### Where the registers sit, run 1

Bar = 50 um. Other sequential cells in the stronger grey, the rest of the logic in the fainter grey.
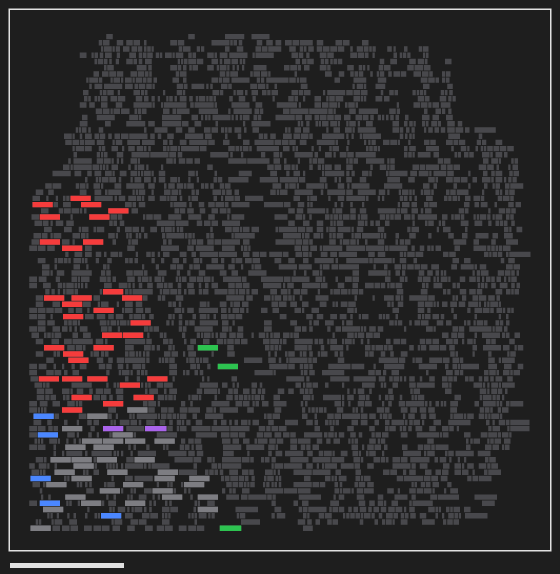
### Congestion heat map, run 1

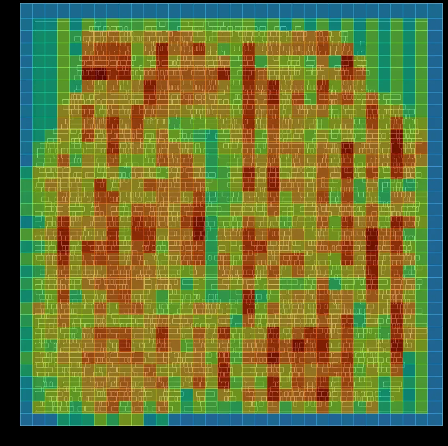
### Layout detail, run 1

Bar = 10 um. Region (47, 47) to (72, 72) um. Cells in grey, sequential cells in the stronger grey; small squares are vias.
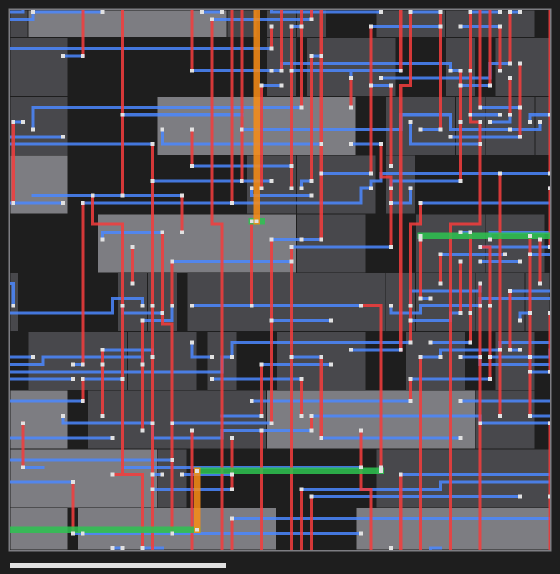
### src/rtl/enc4s_unit.sv
// enc4s_unit: multi-cycle AES/AES^-1/SM4 substitute-expand-accumulate unit; SM4 logic built only when ENC4S_SM4_EN is defined
module enc4s_unit #(
  parameter int LANES = 1,
  parameter int TAG_W = 5
) (
  input  logic             clk,
  input  logic             rst_n,
  input  logic             in_valid,
  output logic             in_ready,
  input  logic [31:0]      in_rs1,
  input  logic [31:0]      in_rs2,
  input  logic [2:0]       in_fn,
  input  logic [TAG_W-1:0] in_tag,
  output logic             out_valid,
  input  logic             out_ready,
  output logic [31:0]      out_rd,
  output logic [TAG_W-1:0] out_tag,
  output logic             busy
);
  if (LANES != 1 && LANES != 2 && LANES != 4) begin : g_bad_lanes
    $error("enc4s_unit: LANES must be 1, 2 or 4");
  end
`ifdef ENC4S_SM4_EN
  localparam logic [2047:0] SM4_SBOX = {
    128'hd690e9fecce13db716b614c228fb2c05, 128'h2b679a762abe04c3aa44132649860699,
    128'h9c4250f491ef987a33540b43edcfac62, 128'he4b31ca9c908e89580df94fa758f3fa6,
    128'h4707a7fcf37317ba83593c19e6854fa8, 128'h686b81b27164da8bf8eb0f4b70569d35,
    128'h1e240e5e6358d1a225227c3b01217887, 128'hd40046579fd327524c3602e7a0c4c89e,
    128'heabf8ad240c738b5a3f7f2cef96115a1, 128'he0ae5da49b341a55ad933230f58cb1e3,
    128'h1df6e22e8266ca60c02923ab0d534e6f, 128'hd5db3745defd8e2f03ff6a726d6c5b51,
    128'h8d1baf92bbddbc7f11d95c411f105ad8, 128'h0ac13188a5cd7bbd2d74d012b8e5b4b0,
    128'h8969974a0c96777e65b9f109c56ec684, 128'h18f07dec3adc4d2079ee5f3ed7cb3948};
`endif
  typedef enum logic [1:0] {IDLE, RUN, DONE} state_t;
  state_t state, state_nx;
  logic [31:0] acc, rs2_q, mix;
  logic [2:0] fn_q;
  logic [TAG_W-1:0] tag_q;
  logic [1:0] k;
  logic accept, last;
  logic [31:0] contrib [LANES];
  function automatic logic [7:0] rl(input logic [7:0] x, input int n);
    logic [15:0] t;
    t = {x, x} << n;
    return t[15:8];
  endfunction
  function automatic logic [31:0] rl32(input logic [31:0] x, input logic [1:0] i);
    logic [63:0] t;
    t = {x, x} << {i, 3'b000};
    return t[63:32];
  endfunction
  function automatic logic [7:0] gmul(input logic [7:0] a, input logic [7:0] b);
    logic [7:0] r, p;
    r = '0;
    p = a;
    for (int n = 0; n < 8; n++) begin
      r = b[n] ? r ^ p : r;
      p = {p[6:0], 1'b0} ^ (p[7] ? 8'h1b : 8'h00);
    end
    return r;
  endfunction
  // x^254 is the field inverse (and maps 0 to 0)
  function automatic logic [7:0] ginv(input logic [7:0] x);
    logic [7:0] r, p;
    r = 8'h01;
    p = x;
    for (int n = 0; n < 7; n++) begin
      p = gmul(p, p);
      r = gmul(r, p);
    end
    return r;
  endfunction
  function automatic logic [31:0] t_fn(input logic [7:0] x, input logic [2:0] fn);
    logic [7:0] v, s;
    logic [31:0] aes, sm4;
    v = ginv(fn[0] ? rl(x, 1) ^ rl(x, 3) ^ rl(x, 6) ^ 8'h05 : x);
    s = fn[0] ? v : v ^ rl(v, 1) ^ rl(v, 2) ^ rl(v, 3) ^ rl(v, 4) ^ 8'h63;
    aes = fn[2] ? {24'h0, s} :
          fn[0] ? {gmul(s, 8'h0b), gmul(s, 8'h0d), gmul(s, 8'h09), gmul(s, 8'h0e)} :
                  {gmul(s, 8'h03), s, s, gmul(s, 8'h02)};
`ifdef ENC4S_SM4_EN
    s = SM4_SBOX[{~x, 3'b000} +: 8];
    sm4 = fn[2] ? {s[2:0], 5'b0, s[0], 2'b0, s[7:3], 1'b0, s[7:1], s} :
                  {s[5:0], s, s[7:6], s[7:2], s[1:0] ^ s[7:6], s[7:2] ^ s[5:0], s[1:0]};
`else
    sm4 = '0;
`endif
    return fn[1] ? (fn[0] ? 32'h0 : sm4) : aes;
  endfunction
  for (genvar j = 0; j < LANES; j++) begin : g_lane
    logic [1:0] i;
    assign i = k + 2'(j);
    assign contrib[j] = rl32(t_fn(rs2_q[{i, 3'b000} +: 8], fn_q), i);
  end
  always_comb begin
    mix = '0;
    for (int n = 0; n < LANES; n++) mix ^= contrib[n];
  end
  assign last = k == 2'(4 - LANES);
  assign out_valid = state == DONE;
  assign busy = state != IDLE;
  assign out_rd = acc;
  assign out_tag = tag_q;
  always_comb begin
    in_ready = state == IDLE || (state == DONE && out_ready);
    accept = in_valid && in_ready;
    state_nx = accept ? RUN :
               state == RUN ? (last ? DONE : RUN) :
               state == DONE && !out_ready ? DONE : IDLE;
  end
  always_ff @(posedge clk or negedge rst_n)
    if (!rst_n) begin
      state <= IDLE;
      acc <= '0;
      rs2_q <= '0;
      fn_q <= '0;
      tag_q <= '0;
      k <= '0;
    end else begin
      state <= state_nx;
      if (accept) begin
        acc <= in_rs1;
        rs2_q <= in_rs2;
        fn_q <= in_fn;
        tag_q <= in_tag;
        k <= '0;
      end else if (state == RUN) begin
        acc <= acc ^ mix;
        k <= k + 2'(LANES);
      end
    end
endmodule
### config.mk
export PLATFORM = sky130hd
export DESIGN_NAME = enc4s_unit
export DESIGN_NICKNAME = d
export VERILOG_FILES = /design/src/rtl/enc4s_unit.sv
export SDC_FILE = /design/constraint.sdc
export NUM_CORES = 1
export LEC_CHECK = 0
export CAP_MARGIN = 20
export CORE_MARGIN = 8
export CORE_UTILIZATION = 47
export DETAILED_ROUTE_END_ITERATION = 10
export GPL_ROUTABILITY_DRIVEN = 1
export SETUP_SLACK_MARGIN = 0.3
export SLEW_MARGIN = 20
export SYNTH_ARGS = -nofsm -noshare
export SYNTH_HDL_FRONTEND = slang
export SYNTH_SLANG_ARGS = --single-unit
### constraint.sdc
create_clock -name clk -period 21.2 [get_ports clk]
set_input_delay 3.18 -clock clk [delete_from_list [all_inputs] [get_ports clk]]
set_output_delay 3.18 -clock clk [all_outputs]
set_load 0.1 [all_outputs]
==> results.json, run 1 <==
{
  "taps": 615,
  "comb_area_um2": 20310,
  "layout.nonclk_buf_share_pct": 7.543,
  "yosysWarningCount": 0,
  "start_kind": "flop",
  "status": "finished, final reports clean",
  "n_all_buffers": 214,
  "worstSkewPairLatency_ns": 0.34,
  "critPathLaunch": "k[0]",
  "placed_cell_area_um2": 24580,
  "critical_path_buf_inv_count": 9,
  "chipArea_um2": 55710,
  "dominant_cells": "multi-input combinational cells",
  "tightest_slew_ns": 1.029,
  "cp-endpoint": "out_rd[18]",
  "r2r_slack_ns": 1.38,
  "required_ns": 21.43,
  "clk_pin_slew_ns": 0.07,
  "dieHeight_um": 236.0,
  "dpl.hpwl_mm": 53.82,
  "clkCellAreaFrac_pct": 1.128,
  "final_area_um2": 25300,
  "gr-total-overflow": 0,
  "crit_type": "flop to flop",
  "antenna_left": 0,
  "syn_inst": 2983,
  "yosysTopAreaCell": "xnor2_1"
}
Notes on 'Where the registers sit' above:
out_rd -> red  # sequential cells 32
k -> purple  # sequential cells 2
fn_q -> green  # sequential cells 3
out_tag -> blue  # sequential cells 5, where bottom left
Seq/total area: 7.528%
post-route core utilization: 52.98%

Notes on 'Congestion heat map' above:
met2 usage: 39.42%
GRT Util Overall: 25.10%
met3 Use GR: 2.926%
WL per Instance: 20.33 um

Notes on 'Layout detail' above:
met3 -> green
met2 -> red
met1 -> blue
met4 -> orange
netlist names of flops here include = rs2_q (4)
sequential cells in the window = 6
most frequent = nand2_1 (6), dfrtp_1 (5), nor2_1 (4)
cells with their middle in the window = 39

--- run 2 (diff from run 1) ---
RECOVER_POWER = 25   (was not set)
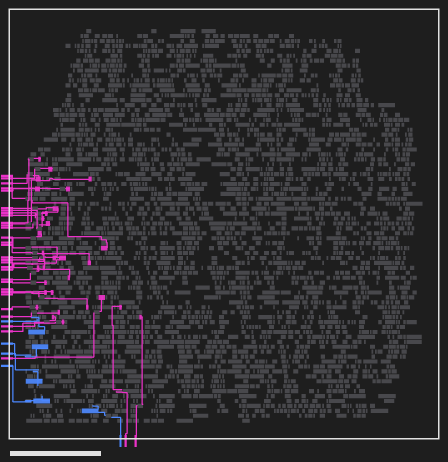
*I/O nets highlighted, run 2*
Bar = 50 um.
in_rs1 -> magenta  # bits 32, direction input, end cells 32, buffers 32, wire 1110 um
out_tag -> blue  # bits 5, direction output, end cells 5, buffers 5, wire 178 um

==> run 2 against run 1 <==
Compared with the run above:
- synthesized cell count unchanged
- the flow now finishes with violations (capacitance limit, slew limit)
- non-clock buffer count unchanged
- final cell count unchanged
- register-to-register slack better by 0.03 ns
- critical endpoint unchanged
==> results.json, run 2 <==
{
  "dpl.hpwl_mm": 53.82,
  "dieHeight_um": 236.0,
  "drv_cap": 2,
  "violations": "capacitance limit, slew limit",
  "start_kind": "flop",
  "tightest_slew_ns": 2.171,
  "critPathLaunch": "k[0]",
  "worstSkewPairLatency_ns": 0.34,
  "layout.nonclk_buf_share_pct": 7.470,
  "placed_cell_area_um2": 24580,
  "n_all_buffers": 214,
  "wire_per_inst_um": 20.31,
  "finalMaxSlewViolations": 79,
  "track_usage_pct": 25.10,
  "crit_type": "flop to flop",
  "gr-total-overflow": 0,
  "taps": 615,
  "status": "complete, but fails checks",
  "fin_util_pct": 52.94,
  "comb_area_um2": 20310,
  "yosysTopAreaCell": "xnor2_1",
  "required_ns": 21.43,
  "antenna_left": 0,
  "cp-endpoint": "out_rd[18]",
  "critical_path_buf_inv_count": 9,
  "seq_area_share_pct": 7.534,
  "chipArea_um2": 55710,
  "dominant_cells": "multi-input combinational cells"
}
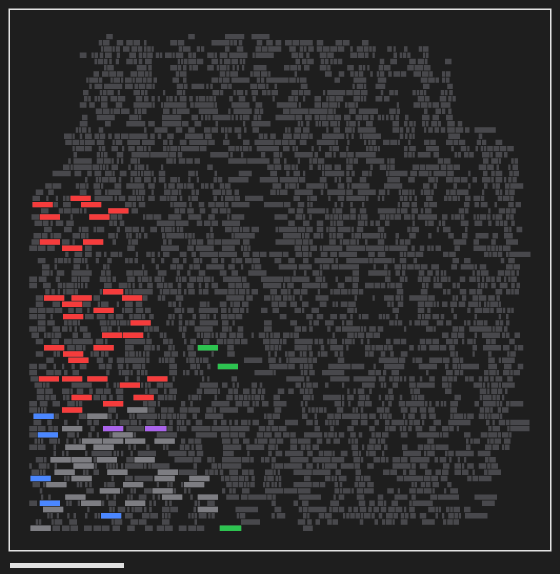
*Where the registers sit, run 2*
Bar = 50 um. Other sequential cells in the stronger grey, the rest of the logic in the fainter grey.
fn_q -> green  # sequential cells 3
out_tag -> blue  # sequential cells 5, where bottom left
k -> purple  # sequential cells 2
out_rd -> red  # sequential cells 32
not coloured = 34

